## src/rtl/kitt_pwm_decoder.sv

```systemverilog
// Eight independent PWM capture channels: each measures high time over one frame
// and reconstructs a 3-bit brightness level, with a timeout path for 0 % / 100 % duty.
module kitt_pwm_decoder #(
  parameter int CW          = 6,
  parameter int SYNC_STAGES = 2
) (
  input  logic        clk,
  input  logic        rst,
  input  logic [7:0]  pwm_in,
  input  logic [2:0]  lit_thresh,
  output logic [23:0] level,
  output logic [7:0]  upd,
  output logic [7:0]  err,
  output logic [7:0]  lock,
  output logic [7:0]  lit
);

  localparam int F  = 2 ** CW;
  localparam int PW = CW + 2;
  localparam logic [PW-1:0] PC_MIN     = PW'(F - 2);
  localparam logic [PW-1:0] PC_MAX     = PW'(F + 2);
  localparam logic [PW-1:0] PC_TIMEOUT = PW'(2 * F - 1);
  localparam logic [PW-1:0] HC_CAP     = PW'(F - 1);
  localparam logic [PW-1:0] ONE        = PW'(1);

  logic [SYNC_STAGES-1:0] sync_q [8];
  logic [PW-1:0]          pc [8];
  logic [PW-1:0]          hc [8];
  logic [2:0]             meas [8];
  logic [7:0]             s;
  logic [7:0]             prev;
  logic [7:0]             rise;
  logic [7:0]             timeout;
  logic [7:0]             in_window;
  logic [7:0]             armed;

  always_comb begin
    for (int i = 0; i < 8; i++) begin
      s[i]         = sync_q[i][SYNC_STAGES-1];
      rise[i]      = s[i] & ~prev[i];
      // A rise in the timeout cycle takes priority, so timeout is masked by it.
      timeout[i]   = (pc[i] == PC_TIMEOUT) & ~rise[i];
      in_window[i] = (pc[i] >= PC_MIN) && (pc[i] <= PC_MAX);
      meas[i]      = 3'((hc[i] > HC_CAP ? HC_CAP : hc[i]) >> (CW - 3));
    end
  end

  always_ff @(posedge clk) begin
    if (rst) begin
      for (int i = 0; i < 8; i++) begin
        sync_q[i] <= '0;
        pc[i]     <= '0;
        hc[i]     <= '0;
      end
      prev  <= '0;
      armed <= '0;
      level <= '0;
      upd   <= '0;
      err   <= '0;
      lock  <= '0;
    end else begin
      upd  <= '0;
      err  <= '0;
      prev <= s;
      for (int i = 0; i < 8; i++) begin
        sync_q[i] <= {sync_q[i][SYNC_STAGES-2:0], pwm_in[i]};
        if (rise[i]) begin
          // The rise cycle itself is high, hence both counters restart at 1.
          pc[i]    <= ONE;
          hc[i]    <= ONE;
          armed[i] <= 1'b1;
          if (armed[i]) begin
            if (in_window[i]) begin
              level[3*i +: 3] <= meas[i];
              upd[i]          <= 1'b1;
              lock[i]         <= 1'b1;
            end else begin
              err[i] <= 1'b1;
            end
          end
        end else if (timeout[i]) begin
          level[3*i +: 3] <= s[i] ? 3'd7 : 3'd0;
          upd[i]          <= 1'b1;
          lock[i]         <= 1'b1;
          armed[i]        <= 1'b0;
          pc[i]           <= ONE;
          hc[i]           <= {{(PW-1){1'b0}}, s[i]};
        end else begin
          if (pc[i] != '1) pc[i] <= pc[i] + ONE;
          if (s[i] && (hc[i] != '1)) hc[i] <= hc[i] + ONE;
        end
      end
    end
  end

  always_comb begin
    lit = '0;
    for (int i = 0; i < 8; i++) begin
      lit[i] = lock[i] & (level[3*i +: 3] >= lit_thresh);
    end
  end

endmodule

```

## config.mk

```make
export PLATFORM = sky130hd
export DESIGN_NAME = kitt_pwm_decoder
export DESIGN_NICKNAME = d
export VERILOG_FILES = /design/src/rtl/kitt_pwm_decoder.sv
export SDC_FILE = /design/constraint.sdc
export NUM_CORES = 1
export LEC_CHECK = 0
export CAP_MARGIN = 20
export CORE_MARGIN = 5
export CORE_UTILIZATION = 52
export CTS_CLUSTER_DIAMETER = 80
export CTS_CLUSTER_SIZE = 28
export DETAILED_ROUTE_END_ITERATION = 8
export HOLD_SLACK_MARGIN = 0.05
export PLACE_DENSITY = 0.74
export SETUP_SLACK_MARGIN = 0.1
export SYNTH_ARGS = -nofsm -noshare
export SYNTH_HDL_FRONTEND = slang
export SYNTH_SLANG_ARGS = --single-unit
```

## constraint.sdc

```tcl
create_clock -name clk -period 2.66 [get_ports clk]
set_clock_uncertainty 0.15 [all_clocks]
set_input_delay 0.798 -clock clk [delete_from_list [all_inputs] [get_ports clk]]
set_output_delay 0.798 -clock clk [all_outputs]
set_load 0.02 [all_outputs]
```

==> summary.txt <==
Implementation numbers.

- The run finished, with violations left.
- The checks that failed: setup timing.
- The multi-input combinational cells in the finished layout cover a total of 5130 µm².
- The synthesized design devotes to its leading area cell type a little under two fifths of total area.
- The OpenROAD report gives the critical path a data arrival time of about 1.9 ns.
- Buffers inserted during clock tree synthesis total 13.
- The mean area per synthesized cell reads approximately 10 µm².
- The cell sequence reported for the critical path is buf_6, buf_12, ha_4, nand2b_4, a21o_1, a21oi_2, nor2_2, buf_6.
- The number of top-level design ports reads around 69.
- The tally of unique sky130hd cells used after synthesis reads 53.
- The share of flip-flops with an asynchronous set or reset after synthesis is 0%.
- The completed layout was analyzed and its total power is between 6000 and 7000 µW.
- The top logic cell by instance count in the layout is nor2_1.
- The total DRC errors in the routed layout is 0.
- The clock network consumes a total of 2110 µW.
- The sort of element at the end of the critical path reads a primary output.
- The analysis attributes to cell leakage a power of 0.00476 µW.
- The startpoint type of the worst setup path is a primary input.
- The top metal layer carrying routed signals reads met4.
- The register clock-pin slew on the reported worst setup and hold paths reads around 0.1 ns.
- The critical path required time reads 1.71 ns.
- The CTS H-tree depth is 1.
- The most used cell along the critical path is buf_6.
- The sum of routed wire segments on met1 is 9670 µm.
- The part of the total power dissipated in the clock network reads about a third.
- The estimated wirelength of the detail-placed design is 14500 µm.
- The overall chip area reads ~23000 µm².
- The net load switching power is between 1500 and 2000 µW.
- For reference, compound AND-OR and OR-AND cells occupy 6.75% of the area reported after synthesis.
- The wire length on met2 is 9680 µm.
- The largest non-sequential cell family by area reads simple AND/OR/NAND/NOR gates.
- The first global-routing pass estimated ~34000 µm of wire.
- The met3 track demand over resource is 3.17%.
- The count of clock tree sinks reads approximately 210.
- The insertion delay to the later sink of the worst-skew pair reads 0.48 ns.
- The pre-placement core utilization reads 53.0%.
- Per the hold report, the tightest min-delay path originates at sync_q[1][6].
- The ratio of routed vias to standard cells reads 5.34.
- The total of max-cap violations reads 0.
- The peak fanout along the critical path is 8.
- The flop-to-flop setup slack is around 0.40 ns.
- For this run, the register share of the synthesized area comes to roughly 52%.
- The count of endpoints failing setup in the final report reads 8.
- The minimum hold slack reads ~0.29 ns.
- The global placer's final weighted congestion is roughly 0.84.
- The start of the worst register-to-register path reads pc[1][25].
- The library cell occupying the most area in the post-synthesis netlist is edfxtp_1.
- The registers reported with the highest flop counts are hc x64, pc x64, level x24.
- The cell with the largest stage delay on the worst path reads ha_4.
- The worst min-delay path endpoint is sync_q[1][7].
- In this run, power in flip-flops and latches comes to between 3000 and 4000 µW.
- The cell total in the yosys stat output is between 1k and 1.5k.
- Timing would allow up to 0.350 GHz.
- The chip area line in the Yosys stat output reads just over 10000 µm².
- The post-place instance area reads 11600 µm².
- The number of buffers inserted for hold repair after clock tree synthesis is 0.
- The post-place setup slack reads -1.13 ns.
- The combined flip-flop and latch cell area is 5450 µm².
- The initial antenna violation count is 0.
- The overall track demand over capacity in global routing reads approximately 18%.
- On met1, the global router reports a usage of roughly a quarter.
- The instance count of the mapped netlist is 1020.
- The proportion of layout cells with a drive suffix above 1 reads between 10% and 20%.
- The slack of the critical path reads -0.197 ns.
- The transition time of the tightest slew-check pin is 0.681 ns.
- In this run, the number of DRC markers left after iteration 0 of detailed routing was about 280.
- The worst register-to-register path ends at hc[1][24].
- The internal portion of the total power is ~4700 µW.
- The detailed router reports a met3 wire length of ~900 µm.
- The non-filler instance count after layout is 1389.
- The detailed-route wire length per cell reads roughly 15 µm.
- The global route stage reports its total congestion overflow as 0.
- The number of input and output port buffers inserted is about 70.
- Setup repair after global routing could not meet its margin everywhere.
- The part of the total power dissipated in combinational logic is 7.1%.
- From synthesis to final layout, the design area changed by 19.9%.
- The largest buffer count on any clock path is 3.
- The commonest cells after synthesis are 192 x nor2_1, 128 x edfxtp_1, 80 x dfxtp_1.
- The count of yosys warnings during synthesis is 0.
- Per the repair_timing log after CTS, setup buffers inserted total 0.
- The largest share of the power goes to sequential cells.
- The routed layout has between 7k and 8k vias.
- The quantity of gates resized following cts reads between 100 and 150.
- TritonCTS built the clock tree.
- The number of inserted diodes reads 0.
- The final layout report lists a filler cell count of approximately 1.5k.
- The via count of the first global-routing pass reads about 7.1k.
- Per the post-run analysis, buffers plus inverters along the critical path come to 3.
- In this run the most used layer during global routing was met2.
- The flow reported a cell area power density of about 500 nW/µm².
- The top cell types in the final layout, fill and taps aside, are 185 x nor2_1, 128 x edfxtp_1, 80 x dfxtp_1.
- The sequential cell fraction of total power is between 50% and 60%.
- The count of library flops with an enable pin reads about 130.
- Before any placement, the netlist area is recorded as 10400 µm².
- In this run, the synthesized area fraction spent on adder and majority cells is recorded as approximately 5.8%.
- The number of placed instances, taps included reads 1368.
- The kind of critical path reads in -> out.
- Among all stages on the critical path, the maximum delay recorded is between 0.2 and 0.25 ns.
- The net count after synthesis is around 1.1k.
- The simple-gate area share of the yosys netlist reads 22.4%.
- The number of nets still failing antenna checks after routing reads 0.
- The cell family with the largest share of critical-path delay is buffers and inverters.
- The multiplexer fraction of the synthesized cell area is approximately 2.7%.
- The largest net degree at the start of global routing is 29.
- The final layout contains 1179 nets.
- Per the synthesis report, the XOR/XNOR share of the synthesized area is under 10%.
- The warning total across the stage logs reads 37.
- The routed wire length reads between 20000 and 25000 µm.
- The detailed-router iteration count before antenna repair is 5.
- The class of the tightest hold or removal check is reg -> reg.
- The number of instances on the worst hold path is 1.
- The root buffer cell reads clkbuf_16.
- The sum of negative setup slack is -1.31 ns.
- Routing resource usage on met2 recorded by global route was a little under a third.
[how the worst max path moves through the flow]
stage,from,to,slack (ns),depth (start not counted)
2_1_floorplan,lit_thresh[1],lit[2],0.1,5
3_3_place_gp,lit_thresh[0],lit[0],-1.11,8
3_5_place_dp,lit_thresh[0],lit[1],-1.13,8
4_1_cts,lit_thresh[0],lit[1],-0.19,8
5_1_grt,lit_thresh[0],lit[1],-0.24,8
6_report,lit_thresh[0],lit[1],-0.20,8
[final cells by class]
class / instances / area share [%]
Sequential cell: 208 / 43.7
Multi-Input combinational cell: 750 / 41.2
Timing Repair Buffer: 101 / 7.84
Tap cell: 265 / 2.66
Clock buffer: 13 / 2.61
Inverter: 44 / 1.33
Clock inverter: 8 / 0.713
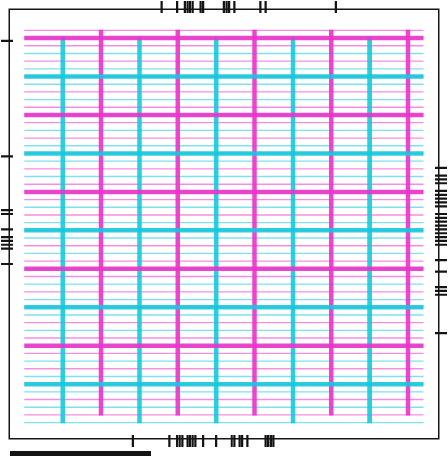
Figure 1: PDN straps and rails.
The bar under the picture is 50 µm long. Pins as bars on the die edge.
VDD -> magenta
VSS -> cyan
rows = 51
met5 straps = 10
met1 rails = 52
Die W: 151 µm
worst-case vdd ir drop: 0.400 mV
die outline height: 151 µm
area of the core: 19600 µm²

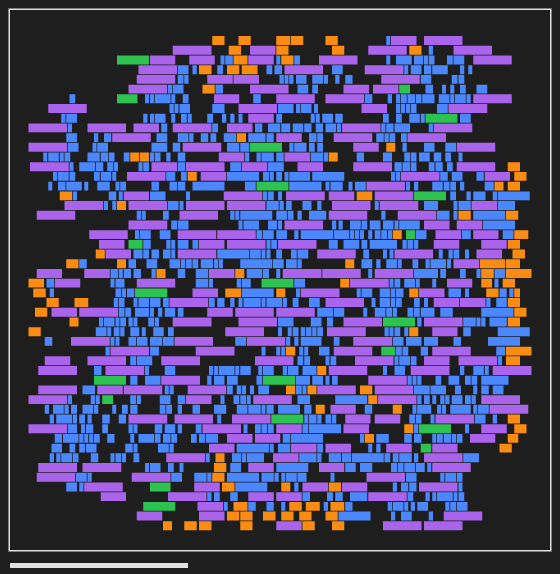
Figure 2: cell classes on the final placement.
The bar under the picture is 50 µm long.
other buffers and delay cells -> orange  # cells 101, share of their area 8.1%
flip-flops -> purple  # cells 208, share of their area 45%
all other logic -> blue  # cells 794, share of their area 44%
clock drivers and dummy loads -> green  # cells 21, share of their area 3.4%
Std-Cell Rows: 51
post-route core utilization: 63.6%
fraction of standard cell area that is sequential: 43.7%
total non-filler cell area in the finished layout: 12500 µm²

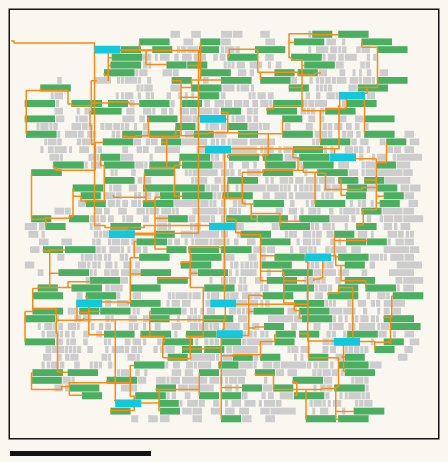
Figure 3: clock network drawn from the DEF.
The bar under the picture is 50 µm long.
flip-flops -> green  # count 208
cells driving clock nets -> cyan  # count 13
clock wires -> orange  # length 2380 µm
flops lie = spread over the die

Power is estimated from default activity; no workload was simulated.
